## config.mk

```make
export PLATFORM = sky130hd
export DESIGN_NAME = i2c_master_rx_deserializer
export DESIGN_NICKNAME = d
export VERILOG_FILES = /design/src/rtl/i2c_pkg.sv /design/src/rtl/i2c_rx_fifo.sv /design/src/rtl/i2c_master_rx_deserializer.sv
export SDC_FILE = /design/constraint.sdc
export NUM_CORES = 1
export LEC_CHECK = 0
export CORE_UTILIZATION = 57
export CTS_CLUSTER_SIZE = 28
export DETAILED_ROUTE_END_ITERATION = 16
export PLACE_DENSITY = 0.85
export SYNTH_ARGS = -nofsm -noshare
export SYNTH_HDL_FRONTEND = slang
export SYNTH_SLANG_ARGS = --single-unit
```

## constraint.sdc

```tcl
create_clock -name clock -period 4 [get_ports clock]
set_input_delay 0.4 -clock clock [delete_from_list [all_inputs] [get_ports clock]]
set_output_delay 0.4 -clock clock [all_outputs]
set_load 0.01 [all_outputs]
```

## src/rtl/i2c_pkg.sv

```systemverilog
`default_nettype none
// ----------------------------------------------------------------------------
// i2c_pkg : byte/bit-count types and constants shared by the I2C byte stages
// Revision: 1.0
// ----------------------------------------------------------------------------
package i2c_pkg;

   localparam int I2C_BYTE_W        = 8;
   localparam int I2C_BIT_CNT_W     = 3;
   localparam int I2C_BITS_PER_BYTE = 8;

   typedef logic [I2C_BYTE_W-1:0]    i2c_byte_t;
   typedef logic [I2C_BIT_CNT_W-1:0] i2c_bit_cnt_t;

   localparam i2c_bit_cnt_t I2C_LAST_BIT = i2c_bit_cnt_t'(I2C_BITS_PER_BYTE - 1);

   function automatic i2c_byte_t i2c_shift_in(input i2c_byte_t cur, input logic b,
                                              input logic lsb_first);
      return lsb_first ? {b, cur[I2C_BYTE_W-1:1]} : {cur[I2C_BYTE_W-2:0], b};
   endfunction

endpackage
`default_nettype wire

```

## src/rtl/i2c_rx_fifo.sv

```systemverilog
`default_nettype none
// ----------------------------------------------------------------------------
// i2c_rx_fifo : FIFO_DEPTH x 8 synchronous FIFO with flush, full/empty, level
// Revision: 1.0
// ----------------------------------------------------------------------------
module i2c_rx_fifo
   import i2c_pkg::*;
#(
   parameter int FIFO_DEPTH = 2,
   parameter int LEVEL_W    = $clog2(FIFO_DEPTH + 1)
) (
   input  logic               clock,
   input  logic               reset_n,
   input  logic               flush,
   input  logic               push,
   input  i2c_byte_t          push_data,
   input  logic               pop,
   output i2c_byte_t          head_data,
   output logic               full,
   output logic               empty,
   output logic [LEVEL_W-1:0] level
);

   localparam int PTR_W = (FIFO_DEPTH > 1) ? $clog2(FIFO_DEPTH) : 1;

   i2c_byte_t          mem_q [FIFO_DEPTH];
   i2c_byte_t          mem_d [FIFO_DEPTH];
   logic [PTR_W-1:0]   wr_ptr_q, wr_ptr_d;
   logic [PTR_W-1:0]   rd_ptr_q, rd_ptr_d;
   logic [LEVEL_W-1:0] level_q, level_d;
   logic               pop_ok;
   logic               push_ok;

   assign full      = (level_q == LEVEL_W'(FIFO_DEPTH));
   assign empty     = (level_q == '0);
   assign level     = level_q;
   assign head_data = mem_q[rd_ptr_q];

   // A push into a full FIFO is only accepted when the head leaves on the same edge.
   always_comb begin
      mem_d    = mem_q;
      wr_ptr_d = wr_ptr_q;
      rd_ptr_d = rd_ptr_q;
      level_d  = level_q;
      pop_ok   = pop & ~empty;
      push_ok  = push & (~full | pop_ok);
      if (flush) begin
         wr_ptr_d = '0;
         rd_ptr_d = '0;
         level_d  = '0;
      end else begin
         if (push_ok) begin
            mem_d[wr_ptr_q] = push_data;
            wr_ptr_d        = wr_ptr_q + PTR_W'(1);
         end
         if (pop_ok) begin
            rd_ptr_d = rd_ptr_q + PTR_W'(1);
         end
         if (push_ok && !pop_ok) begin
            level_d = level_q + LEVEL_W'(1);
         end else if (pop_ok && !push_ok) begin
            level_d = level_q - LEVEL_W'(1);
         end
      end
   end

   always_ff @(posedge clock or negedge reset_n) begin
      if (!reset_n) begin
         for (int i = 0; i < FIFO_DEPTH; i++) begin
            mem_q[i] <= '0;
         end
         wr_ptr_q <= '0;
         rd_ptr_q <= '0;
         level_q  <= '0;
      end else begin
         mem_q    <= mem_d;
         wr_ptr_q <= wr_ptr_d;
         rd_ptr_q <= rd_ptr_d;
         level_q  <= level_d;
      end
   end

endmodule
`default_nettype wire

```

## src/rtl/i2c_master_rx_deserializer.sv

```systemverilog
`default_nettype none
// ----------------------------------------------------------------------------
// i2c_master_rx_deserializer : assembles read-byte bits into bytes, queues them
// Option macro I2C_RX_LSB_FIRST_EN: first received bit lands in out_data[0].
// Revision: 1.0
// ----------------------------------------------------------------------------
module i2c_master_rx_deserializer
   import i2c_pkg::*;
#(
   parameter int FIFO_DEPTH = 2,
   parameter int LEVEL_W    = $clog2(FIFO_DEPTH + 1)
) (
   input  logic               clock,
   input  logic               reset_n,
   input  logic               clear,
   input  logic               bit_in,
   input  logic               load,
   input  logic               byte_done,
   output logic [7:0]         out_data,
   output logic               out_valid,
   input  logic               out_ready,
   output logic [LEVEL_W-1:0] fifo_level,
   output logic               overflow,
   output logic               frame_error
);

`ifdef I2C_RX_LSB_FIRST_EN
   localparam logic LSB_FIRST = 1'b1;
`else
   localparam logic LSB_FIRST = 1'b0;
`endif

   logic         load_q;
   logic         done_q;
   i2c_byte_t    shift_reg_q, shift_reg_d;
   i2c_bit_cnt_t bit_cnt_q, bit_cnt_d;
   logic         overflow_q, overflow_d;
   logic         frame_error_q, frame_error_d;
   logic         capture;
   logic         done_rise;
   logic         push;
   i2c_byte_t    push_data;
   logic         fifo_full;
   logic         fifo_empty;

   // The capture is folded into bit_cnt_d before the end-of-byte check, so an
   // 8th bit arriving together with byte_done completes cleanly.
   always_comb begin
      capture       = load & ~load_q;
      done_rise     = byte_done & ~done_q;
      shift_reg_d   = shift_reg_q;
      bit_cnt_d     = bit_cnt_q;
      overflow_d    = overflow_q;
      frame_error_d = 1'b0;
      push          = 1'b0;
      push_data     = i2c_shift_in(shift_reg_q, bit_in, LSB_FIRST);
      if (capture) begin
         shift_reg_d = push_data;
         if (bit_cnt_q == I2C_LAST_BIT) begin
            push      = 1'b1;
            bit_cnt_d = '0;
         end else begin
            bit_cnt_d = bit_cnt_q + I2C_BIT_CNT_W'(1);
         end
      end
      if (done_rise && (bit_cnt_d != '0)) begin
         frame_error_d = 1'b1;
         bit_cnt_d     = '0;
         shift_reg_d   = '0;
      end
      // Full with the head leaving this edge is not an overflow.
      if (push && fifo_full && !out_ready) begin
         overflow_d = 1'b1;
      end
      if (clear) begin
         shift_reg_d   = '0;
         bit_cnt_d     = '0;
         overflow_d    = 1'b0;
         frame_error_d = 1'b0;
         push          = 1'b0;
      end
   end

   always_ff @(posedge clock or negedge reset_n) begin
      if (!reset_n) begin
         load_q        <= 1'b0;
         done_q        <= 1'b0;
         shift_reg_q   <= '0;
         bit_cnt_q     <= '0;
         overflow_q    <= 1'b0;
         frame_error_q <= 1'b0;
      end else begin
         load_q        <= load;
         done_q        <= byte_done;
         shift_reg_q   <= shift_reg_d;
         bit_cnt_q     <= bit_cnt_d;
         overflow_q    <= overflow_d;
         frame_error_q <= frame_error_d;
      end
   end

   i2c_rx_fifo #(
      .FIFO_DEPTH (FIFO_DEPTH),
      .LEVEL_W    (LEVEL_W)
   ) u_fifo (
      .clock     (clock),
      .reset_n   (reset_n),
      .flush     (clear),
      .push      (push),
      .push_data (push_data),
      .pop       (out_ready),
      .head_data (out_data),
      .full      (fifo_full),
      .empty     (fifo_empty),
      .level     (fifo_level)
   );

   assign out_valid   = ~fifo_empty;
   assign overflow    = overflow_q;
   assign frame_error = frame_error_q;

endmodule
`default_nettype wire
```

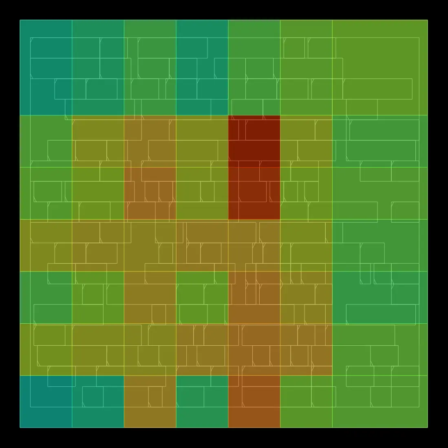
*Routing congestion*
average detailed-routed wire length per instance: 16.24 um
peak-usage layer in the global routing report: met2
met1 usage in global routing: 25.55%
utilization after layout: 72.67%

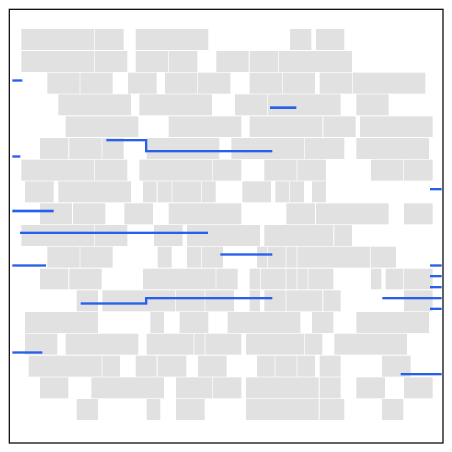
*The metal 3 layer*
Drawn at 8 px/um. Cells faint in the background.
main direction = horizontal
longest straight run = 23.2 um
nets with wire on the layer = 13

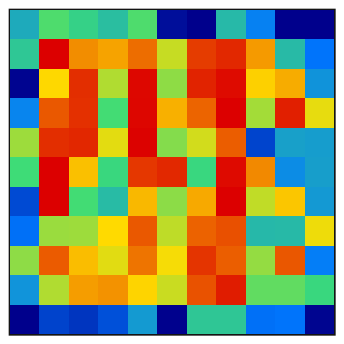
*Local utilization*
Drawn at 6 px/um. The die is cut into 11 by 11 equal tiles; dark blue is low, red is high, 0 to 100% covered.
fullest tile = 100%
nearly empty tiles = 5.8%
densest ninth of the die = middle
mean over tiles = 62%
tiles over 75% full = 42%

==> run notes <==
Notes on the physical design

The run finished with clean final reports. The area taken by flip-flops and latches is 850.8 sq um. Summed over all sequential cells, the power is around 0.35 mW. STA puts the critical path data required time at 3.60 ns. The number of global-route vias before repair is between 900 and 1000. The most common logic cell in the final layout is sky130_fd_sc_hd__dfrtp_1. According to the tapcell log, the count of inserted taps is 30.

The number of placed instances, taps included, is 160. The clock buffer and inverter area fraction after layout is 3.481%. The worst clock skew is 0.01551 ns. The fraction of cell area in non-clock buffers is ~11%. The number of CTS-inserted buffers is 5.

The CTS sink count is 34. The number of nets handed over by synthesis was 122. The iteration count recorded for the first detailed-route pass is 4.

Adding up every negative setup slack in the final design gives 0 ns. The period utilization is 55.24%. The synthesized netlist occupies a cell area of 1543 sq um. In the final report, the number of hold violations comes to 0. At the pin with the least slew margin, the transition time is 0.6499 ns. 20 I/O pins were placed. For this run, the number of Yosys warnings is 0.

The xor/xnor cell area share of the yosys netlist is 1.703%. Clock latency on the worst-skew pair, taken at its later pin, is 0.34 ns. The chip footprint is 2919 sq um. The non-clock buffer instance count of the final layout is 21. Sequential cells account for 59.5% of the total power. At the placement stage, the worst setup path has a slack of between 1.5 and 2 ns. In the detailed route, the total length drawn on met3 is around 110 um. Sorting the synthesized cells by area gives the leading types as sky130_fd_sc_hd__dfrtp_1, sky130_fd_sc_hd__mux2_2, sky130_fd_sc_hd__mux2i_1. The final weighted congestion in routability-driven placement is between 0.7 and 0.8. Counting instances in the post-synthesis netlist gives the leading cell types as sky130_fd_sc_hd__dfrtp_1, sky130_fd_sc_hd__mux2_2, sky130_fd_sc_hd__mux2i_1, sky130_fd_sc_hd__nor3_1, sky130_fd_sc_hd__nor2_1. The warning total across the stage logs is 26.

In this run the vertical extent of the chip is about 54 um. After synthesis, the largest family of logic cells by area is multiplexers. The instance area at placement is 1769 sq um.

After layout, the design draws a total of 0.5853 mW. After synthesis, the largest area contributor takes up a little under three fifths of total cell area. Signal routing reaches up to met4. The met2 capacity usage during global routing is between 30% and 40%. In the Yosys report the total cell count is 113. The number of antenna violations at the first check in global routing was 0. The number of flip-flops in the largest register is 16. The top achievable clock speed is ~0.45 GHz. Recorded from the global router log, the overflow total was 0.

The buffer levels on the longest clock path is 2. The flow measured a signed area growth from synthesis to layout of 18.82%.
path summary, 6_finish.rpt:
check,startpoint,cells after the start,to,slack [ns]
setup / recovery,u_fifo.rd_ptr_q,2,out_data[0],1.79
hold / removal,reset_n,2,overflow,0.45
setup reg to reg,bit_cnt_q[1],5,u_fifo.mem_q[3],1.96
hold reg to reg,u_fifo.mem_q[11],1,u_fifo.mem_q[11],0.51
max in group asynchronous,reset_n,2,done_q,3.24
min in group clock,u_fifo.mem_q[11],1,u_fifo.mem_q[11],0.51
critical path, cell delays in order (launching register included):
cell and delay (ns):
sky130_fd_sc_hd__dfrtp_1 0.61, sky130_fd_sc_hd__mux2_2 0.38, sky130_fd_sc_hd__clkdlybuf4s50_1 0.48
Power is estimated from default activity; no workload was simulated.
